$ cat config.mk
export PLATFORM = sky130hd
export DESIGN_NAME = modo_scheduler
export DESIGN_NICKNAME = d
export VERILOG_FILES = /design/src/rtl/modo_scheduler.sv
export SDC_FILE = /design/constraint.sdc
export NUM_CORES = 1
export LEC_CHECK = 0
export CAP_MARGIN = 5
export CELL_PAD_IN_SITES_DETAIL_PLACEMENT = 1
export CELL_PAD_IN_SITES_GLOBAL_PLACEMENT = 1
export CORE_AREA = 2 2 65 67
export DETAILED_ROUTE_END_ITERATION = 16
export DIE_AREA = 0 0 67 69
export HOLD_SLACK_MARGIN = 0.02
export PLACE_DENSITY = 0.84
export SLEW_MARGIN = 20
export SYNTH_ARGS = -nofsm -noshare
export SYNTH_HDL_FRONTEND = slang
export SYNTH_SLANG_ARGS = --single-unit
$ cat constraint.sdc
create_clock -name i_clk -period 3.3 [get_ports i_clk]
set_input_delay 0.66 -clock i_clk [delete_from_list [all_inputs] [get_ports i_clk]]
set_output_delay 0.66 -clock i_clk [all_outputs]
set_load 0.02 [all_outputs]
$ cat src/rtl/modo_scheduler.sv
// modo_scheduler
// Two-requester front end for the shared 4-bit mode counter. Each client
// submits a counting job (mode, start value, step count). Jobs are granted
// round-robin and executed as LOAD -> RUN x len -> DONE on the counter
// interface. The final count and a wrap flag go back to the granted client.
//
// Ports
//   i_clk, i_rst            clock (rising edge), async active-low reset
//   i_req0/1                level job request per client
//   i_mode0/1               job mode: 00 up1, 01 down1, 10 down3, 11 load
//   i_load0/1 [CNT_W]       start value
//   i_len0/1  [LEN_W]       counting cycles after the load
//   o_gnt0/1                client owns the counter (grant .. DONE cycle)
//   o_done0/1               one-cycle pulse, o_result/o_wrap valid
//   o_result  [CNT_W]       counter value at job end, held until next done
//   o_wrap                  counter rco seen during the job
//   o_cnt_enable/modo/d     drive the counter
//   i_cnt_q, i_cnt_rco      counter state feedback
module modo_scheduler #(
  parameter int CNT_W = 4,
  parameter int LEN_W = 4
) (
  input  logic             i_clk,
  input  logic             i_rst,
  input  logic             i_req0,
  input  logic             i_req1,
  input  logic [1:0]       i_mode0,
  input  logic [1:0]       i_mode1,
  input  logic [CNT_W-1:0] i_load0,
  input  logic [CNT_W-1:0] i_load1,
  input  logic [LEN_W-1:0] i_len0,
  input  logic [LEN_W-1:0] i_len1,
  output logic             o_gnt0,
  output logic             o_gnt1,
  output logic             o_done0,
  output logic             o_done1,
  output logic [CNT_W-1:0] o_result,
  output logic             o_wrap,
  output logic             o_cnt_enable,
  output logic [1:0]       o_cnt_modo,
  output logic [CNT_W-1:0] o_cnt_d,
  input  logic [CNT_W-1:0] i_cnt_q,
  input  logic             i_cnt_rco
);

  typedef enum logic [1:0] {
    S_IDLE = 2'd0,
    S_LOAD = 2'd1,
    S_RUN  = 2'd2,
    S_DONE = 2'd3
  } state_t;

  localparam logic [1:0] MODO_LOAD = 2'b11;

  state_t           r_state;
  state_t           w_next;

  logic             r_last;     // last client served
  logic             r_owner;    // client owning the current job
  logic [1:0]       r_mode;
  logic [CNT_W-1:0] r_load;
  logic [LEN_W-1:0] r_len;
  logic [LEN_W-1:0] r_rem;      // RUN cycles still to go
  logic             r_acc;      // rco accumulator over RUN cycles
  logic [1:0]       r_done;
  logic [CNT_W-1:0] r_result;
  logic             r_wrap;

  logic             w_any_req;
  logic             w_win;

  // Round-robin: on contention the client that was not served last wins.
  assign w_any_req = i_req0 | i_req1;
  assign w_win     = (i_req0 & i_req1) ? ~r_last : i_req1;

  // State register
  always_ff @(posedge i_clk or negedge i_rst) begin
    if (!i_rst) r_state <= S_IDLE;
    else        r_state <= w_next;
  end

  // Next-state logic
  always_comb begin
    w_next = r_state;
    case (r_state)
      S_IDLE:  if (w_any_req) w_next = S_LOAD;
      S_LOAD:  w_next = (r_len != '0) ? S_RUN : S_DONE;
      S_RUN:   if (r_rem == LEN_W'(1)) w_next = S_DONE;
      S_DONE:  w_next = S_IDLE;
      default: w_next = S_IDLE;
    endcase
  end

  // Job latch, step counter, rco accumulation and result capture.
  // Job fields are sampled only at grant; later input changes are ignored.
  always_ff @(posedge i_clk or negedge i_rst) begin
    if (!i_rst) begin
      r_last   <= 1'b1;
      r_owner  <= 1'b0;
      r_mode   <= '0;
      r_load   <= '0;
      r_len    <= '0;
      r_rem    <= '0;
      r_acc    <= 1'b0;
      r_done   <= '0;
      r_result <= '0;
      r_wrap   <= 1'b0;
    end else begin
      r_done <= '0;
      case (r_state)
        S_IDLE: begin
          if (w_any_req) begin
            r_owner <= w_win;
            r_mode  <= w_win ? i_mode1 : i_mode0;
            r_load  <= w_win ? i_load1 : i_load0;
            r_len   <= w_win ? i_len1  : i_len0;
          end
        end
        S_LOAD: begin
          r_rem <= r_len;
          r_acc <= 1'b0;
        end
        S_RUN: begin
          r_rem <= r_rem - LEN_W'(1);
          r_acc <= r_acc | i_cnt_rco;
        end
        S_DONE: begin
          // rco from the final RUN step only becomes visible here.
          r_result        <= i_cnt_q;
          r_wrap          <= r_acc | i_cnt_rco;
          r_done[r_owner] <= 1'b1;
          r_last          <= r_owner;
        end
        default: ;
      endcase
    end
  end

  // Outputs decoded from registered state only.
  assign o_gnt0   = (r_state != S_IDLE) & ~r_owner;
  assign o_gnt1   = (r_state != S_IDLE) &  r_owner;
  assign o_done0  = r_done[0];
  assign o_done1  = r_done[1];
  assign o_result = r_result;
  assign o_wrap   = r_wrap;

  always_comb begin
    o_cnt_enable = 1'b0;
    o_cnt_modo   = 2'b00;
    o_cnt_d      = '0;
    case (r_state)
      S_LOAD: begin
        o_cnt_enable = 1'b1;
        o_cnt_modo   = MODO_LOAD;
        o_cnt_d      = r_load;
      end
      S_RUN: begin
        o_cnt_enable = 1'b1;
        o_cnt_modo   = r_mode;
        o_cnt_d      = r_load;
      end
      default: ;
    endcase
  end

endmodule
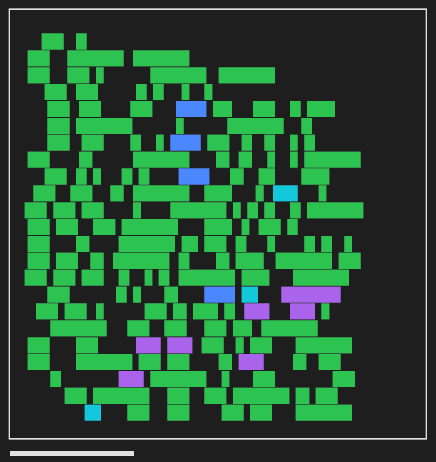
Run 1: sizing map
Scale bar: 20 um.
| size | colour | cells | share |
|---|---|---|---|
| _0 and _1 cells | green | 154 | 92% |
| _3 and _4 cells | cyan | 3 | 1.8% |
| _2 cells | purple | 7 | 4.2% |
| _6 and larger | blue | 4 | 2.4% |

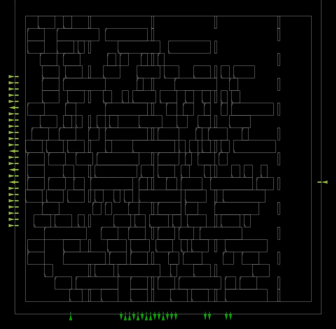
Run 1: placed standard cells
site row count: 23
non-filler cells, final: 218

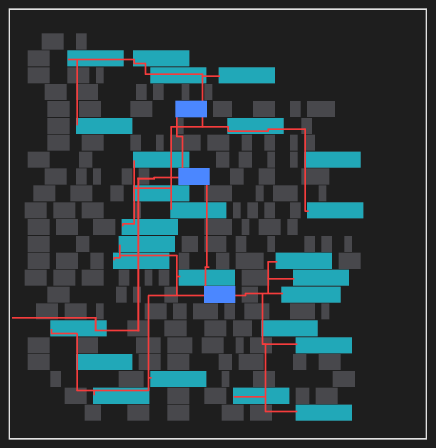
Run 1: routed clock nets over the placement
[flip-flops] cyan | count: 26
[clock drivers] blue | count: 3
[clock wires] red | length: 333 um
routed clock nets: 4
Late-Pin Clk Latency: 0.27 ns
power of the clock network: 0.000207 W

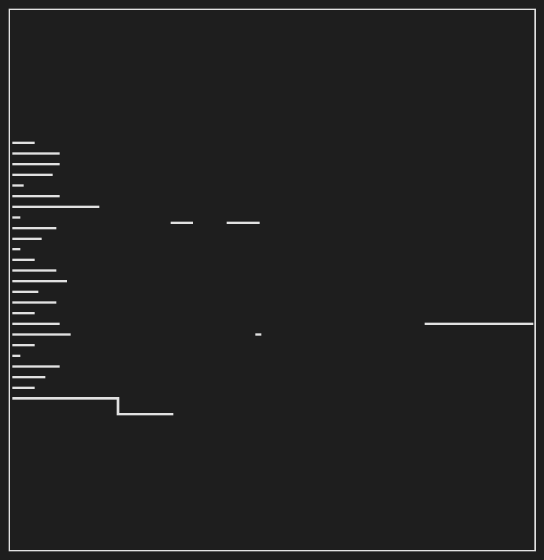
Run 1: M3 wires
longest straight run: 13.6 um
wire length on this layer: 143 um
share of all routed wire: 4.5%
main direction: horizontal
nets with wire on the layer: 27
Detailed Route WL: 3.16 mm
global-route met3 utilization: 0.0261
vias after detailed routing: 1068

==> summary.txt, run 1 <==
The flow completed. Per the post-route antenna check, the number of violating nets is 0. Looking at the clock tree report, the H-tree level count equals 1. Endpoints with negative setup slack in the final report add up to 0. Number of maximum-capacitance violations landed at 0. The flow ran to the end, and the final reports show no timing, DRC or antenna violations.

Initial DRC count landed at 10. Post-CTS repair ended up resizing 0 cells. The routed layout reports a DRC error count of 0. Before antenna repair, the detailed router went through 3 iterations. Cts-stage hold buffer count landed at 0. According to the floorplan report, the placeable core area is 3910 um2. First-pass GRT wire length landed at 5.47 mm.

Per-cell via count in the routed design landed at 4.90. The worst hold path passes through 2 cells. The worst register-to-register path has a depth of 5. The largest single stage delay on the critical path is 0.64 ns.

Pin placement for this block handled 45 I/O pins. In the global route stage, met2 resource usage came out at 0.273. In this run the deepest clock path goes through 2 buffers. Highest net fanout along the worst path landed at 19. In this run the clock root is driven by a clkbuf_8.

The pin closest to its max-slew limit shows a slew of 0.754 ns. During synthesis, Yosys emitted a total of 0 warnings. STA classifies the critical path endpoint as a primary output. The critical path is of the reg2out type. STA lists the startpoint of the worst hold path as r_mode[0]. TritonCTS created 3 clock buffers. Register area share after synthesis landed at 0.498. The flow reports an fmax of 342 MHz.

Count of unique library cells instantiated by Yosys landed at 30. In the final timing run, aggregate negative setup slack is 0 ns. The worst setup path is launched from a flop. Final-layout worst hold slack landed at 0.486 ns. After clock tree synthesis, the setup repair step added 0 buffers.

Synthesis inferred 26 register bits. Across all register-to-register paths, the minimum setup slack is 1.61 ns. STA lists the endpoint of the worst register-to-register path as r_state[1]. Placed wire-length estimate after detailed placement landed at 2.50 mm. Average routed wire per standard cell landed at 14.5 um. Max-slew violation count landed at 0. Per the GRT congestion report, total overflow comes to 0. TritonCTS built the clock tree. Among all stages on the critical path, the largest delay is contributed by ha_1.
-- run 1: worst max-delay path by stage --
stage / start / endpoint / depth (start not counted)
after global routing: r_state[0] / o_cnt_modo[1] / 4
final: r_state[0] / o_cnt_modo[0] / 4
after CTS: r_state[0] / o_cnt_modo[0] / 4
after global placement: r_state[0] / o_cnt_d[2] / 4
after floorplan: r_state[0] / o_cnt_modo[0] / 5
after detailed placement: r_state[0] / o_cnt_modo[0] / 4
-- run 1: cells by family (layout without fill, tap and decap cells) --
| logic type | after synthesis | after routing | synth area share |
|---|---|---|---|
| AND-OR/OR-AND | 30 | 30 | 0.136 |
| adder cells (fa/ha/maj) | 6 | 6 | 0.0573 |
| buffers and inverters | 12 | 55 | 0.0382 |
| flip-flops | 26 | 26 | 0.498 |
| multiplexers | 18 | 18 | 0.143 |
| AND/OR/NAND/NOR | 33 | 33 | 0.128 |
-- run 1: flip-flops by register name (all words and copies together) (netlist names) --
signal,flops
r_rem,4
r_load,4
r_acc,1
r_state,2
r_len,4
o_wrap,1
r_last,1
o_result,4
r_owner,1
r_done,2
r_mode,2
-- run 1: worst max-delay path, delay by kind of cell (launching register included) --
| kind | cells | cell delay (ns) |
|---|---|---|
| buffers and inverters | 2 | 0.74 |
| adders and majority gates | 1 | 0.64 |
| DFF | 1 | 0.40 |
| and+or+nand+nor | 1 | 0.22 |
-- run 1: cells in the mapped netlist, drive strengths merged --
cell     count  area, um2
o22ai        2       12.5
o2bb2ai      1       8.76
or3b         1       11.3
a22o         1       8.76
o311a        1       10.0
o211ai       1       7.51
ha           6       75.1
or4b         1       10.0
inv          5       18.8
a22oi        1       7.51
mux2         6       67.6
a31oi        1       6.26
dfrtp       25        626
nand2       12       45.0
clkbuf       5       18.8
a21oi        8       40.0
a21boi       1       11.3
nor2b        4       25.0
o21ai       13       65.1
nand3        2       10.0
nand2b       1       6.26
and2         5       31.3
buf          2       12.5
nor2         5       18.8
nor3         2       10.0
dfstp        1       26.3
mux2i       12        120
-- run 1: routing by layer --
metal,vias up,part of all wire
met1,515,0.41
li1,520,-
met5,-,0
met2,29,0.53
met4,0,0.012
met3,4,0.045
-- run 1: where the power goes --
part	internal, W	leakage, nW	switching (W)	total [W]
logic	0.000501	0.455	0.000547	0.00105
clock network	0.000107	0.0288	0.000100	0.000207
registers	0.000485	0.314	0.000114	0.000599
-- run 1: per-stage QoR --
| step | total power (W) | util | setup slack (ns) | instances | area [um2] |
|---|---|---|---|---|---|
| global placement | 0.00161 | 0.459 | 0.737 | 214 | 1800 |
| finish | 0.00185 | 0.473 | 0.374 | 218 | 1850 |
| CTS | 0.00189 | 0.473 | 0.333 | 218 | 1850 |
| global route | 0.00200 | 0.473 | 0.240 | 218 | 1850 |
| detailed placement | 0.00167 | 0.459 | 0.648 | 214 | 1800 |
| floorplan | 0.00125 | - | 0.904 | 125 | 1310 |
-- run 1: area by class of cell --
type | count | area (um2) | share of cell area
Clock buffer | 4 | 55.1 | 0.0297
Inverter | 5 | 18.8 | 0.0101
Multi-Input combinational cell | 87 | 608 | 0.328
Sequential cell | 26 | 652 | 0.352
Tap cell | 50 | 62.6 | 0.0338
Timing Repair Buffer | 46 | 455 | 0.246
--- run 2 (diff from run 1) ---
--- a/config.mk
+++ b/config.mk
@@ -5,14 +5,13 @@
 export SDC_FILE = /design/constraint.sdc
 export NUM_CORES = 1
 export LEC_CHECK = 0
-export CAP_MARGIN = 5
 export CELL_PAD_IN_SITES_DETAIL_PLACEMENT = 1
 export CELL_PAD_IN_SITES_GLOBAL_PLACEMENT = 1
 export CORE_AREA = 2 2 65 67
 export DETAILED_ROUTE_END_ITERATION = 16
 export DIE_AREA = 0 0 67 69
 export HOLD_SLACK_MARGIN = 0.02
-export PLACE_DENSITY = 0.84
+export PLACE_DENSITY_LB_ADDON = 0.15
 export SLEW_MARGIN = 20
 export SYNTH_ARGS = -nofsm -noshare
 export SYNTH_HDL_FRONTEND = slang
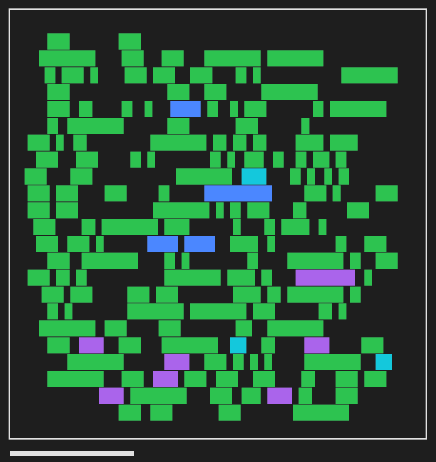
Run 2: sizing map
Scale bar: 20 um.
| size | colour | cells | share |
|---|---|---|---|
| _0 and _1 cells | green | 154 | 92% |
| _3 and _4 cells | cyan | 3 | 1.8% |
| _2 cells | purple | 7 | 4.2% |
| _6 and larger | blue | 4 | 2.4% |
area grow syn2layout: 42.6%
fin area: 1870 um2
slack of the critical path: 0.360 ns

==> run 2 against run 1 <==
  * Critical path depth unchanged
  * Die size unchanged
  * Combinational power about the same
  * Area after synthesis unchanged
  * Routed wire length up 2.5%
  * Design area up 0.88%
  * Core utilization up 0.42 points
  * Critical endpoint is now o_cnt_modo[1]
  * Largest cell class unchanged
==> summary.txt, run 2 <==
The flow completed. The cts-stage hold buffer count is 0 (unchanged). For reference, the top cells by count after synthesis are 25 x dfrtp_1, 12 x mux2i_1, 12 x nand2_1, 12 x o21ai_0, 8 x a21oi_1. Switching power summed over all nets landed at 0.000772 W (+1.4%).

The number of placed instances with taps included came to 214 (unchanged). The transition at the pin with the smallest max-transition slack is 0.810 ns (+0.0560 ns). Share of total power in sequential cells landed at 0.311 (-0.012). Post-placement cell area landed at 1800 um2 (unchanged). The register area share after synthesis was 0.498 (unchanged). Looking at the setup timing report, the critical path kind is reg2out. The initial DRC count was 27 (+17). The count of flip-flops with a built-in enable after synthesis came to 0 (unchanged). The worst setup path is launched from a flop. Number of nets with antenna violations after detailed routing landed at 0 (unchanged).

The first-pass GRT wire length came to 5.73 mm (+4.7%). The average routed wire per standard cell came to 14.9 um (+2.5%). The synthesis stats list as the most numerous cell dfrtp_1.

Part of the total power dissipated in combinational logic landed at 0.550 (-0.015). The area of the core region was 3910 um2 (unchanged). Number of flip-flops and latches in the synthesized netlist landed at 26 (unchanged).

Async set-or-reset flop fraction in the synthesized netlist landed at 1.00 (unchanged). The per-cell via count in the routed design came to 4.83 (-1.4%). Total negative setup slack landed at 0 ns (unchanged).

The buffer depth of the longest clock path was 2 (unchanged). The top-area cell type share of the netlist area came to 0.478 (unchanged). Final total power landed at 0.00192 W (+3.6%).

The flow ran to the end, and the final reports show no timing, DRC or antenna violations. The max-slew violation count was 0 (unchanged). Placed wire-length estimate after detailed placement landed at 2.48 mm (-1.0%).

Looking at the cell usage after synthesis, the top flip-flop cell is dfrtp_1. The post-placement worst setup slack came to 0.640 ns (-0.00804 ns).
==> run 2: cell families after synthesis <==
| logic type | Yosys count | synth area share |
|---|---|---|
| flip-flops | 26 | 0.498 |
| multiplexers | 18 | 0.143 |
| AND/OR/NAND/NOR | 33 | 0.128 |
| adder cells (fa/ha/maj) | 6 | 0.0573 |
| buffers and inverters | 12 | 0.0382 |
| AND-OR/OR-AND | 30 | 0.136 |
==> run 2: area by class of cell <==
class | instances | area, um2
Clock buffer | 3 | 41.3
Clock inverter | 1 | 30.0
Fill cell | 457 | 2050
Inverter | 5 | 18.8
Multi-Input combinational cell | 87 | 608
Sequential cell | 26 | 652
Tap cell | 50 | 62.6
Timing Repair Buffer | 46 | 455
==> run 2: metal layers <==
| metal | wire length, um | global-route usage |
|---|---|---|
| met4 | 38 | 0.0476 |
| met2 | 1600 | 0.251 |
| met1 | 1500 | 0.223 |
| met3 | 114 | 0.0228 |
| met5 | 0 | 0 |
==> run 2: power by group through the flow <==
stage	registers, W	logic (W)	clock network [W]
after floorplan	0.000622	0.000626	0
after global placement	0.000597	0.00101	0
after detailed placement	0.000608	0.00107	0
after CTS	0.000601	0.00108	0.000274
after global routing	0.000625	0.00117	0.000287
final	0.000597	0.00106	0.000267
==> run 2: critical path, stage by stage (launching register included) <==
cell,delay (ns)
dfrtp_1,0.45
inv_1,0.09
ha_1,0.64
nor2b_1,0.22
clkdlybuf4s50_1,0.61
==> run 2: final timing paths <==
check,startpoint,end,slack (ns)
max in group asynchronous,i_rst,r_last,2.25
min reg2reg,r_load[0],r_load[0],0.48
max,r_state[1],o_cnt_modo[1],0.36
max reg2reg,r_rem[1],r_state[1],1.56
min,r_load[0],r_load[0],0.48
min in group asynchronous,i_rst,r_done[1],0.75
==> run 2: stage by stage <==
step	util	hold slack, ns
2_1_floorplan	-	0.364
3_3_place_gp	0.459	0.467
3_5_place_dp	0.459	0.471
4_1_cts	0.477	0.496
5_1_grt	0.477	0.536
6_report	0.477	0.484
No activity file was given, so power comes from the tool's default toggle rates.
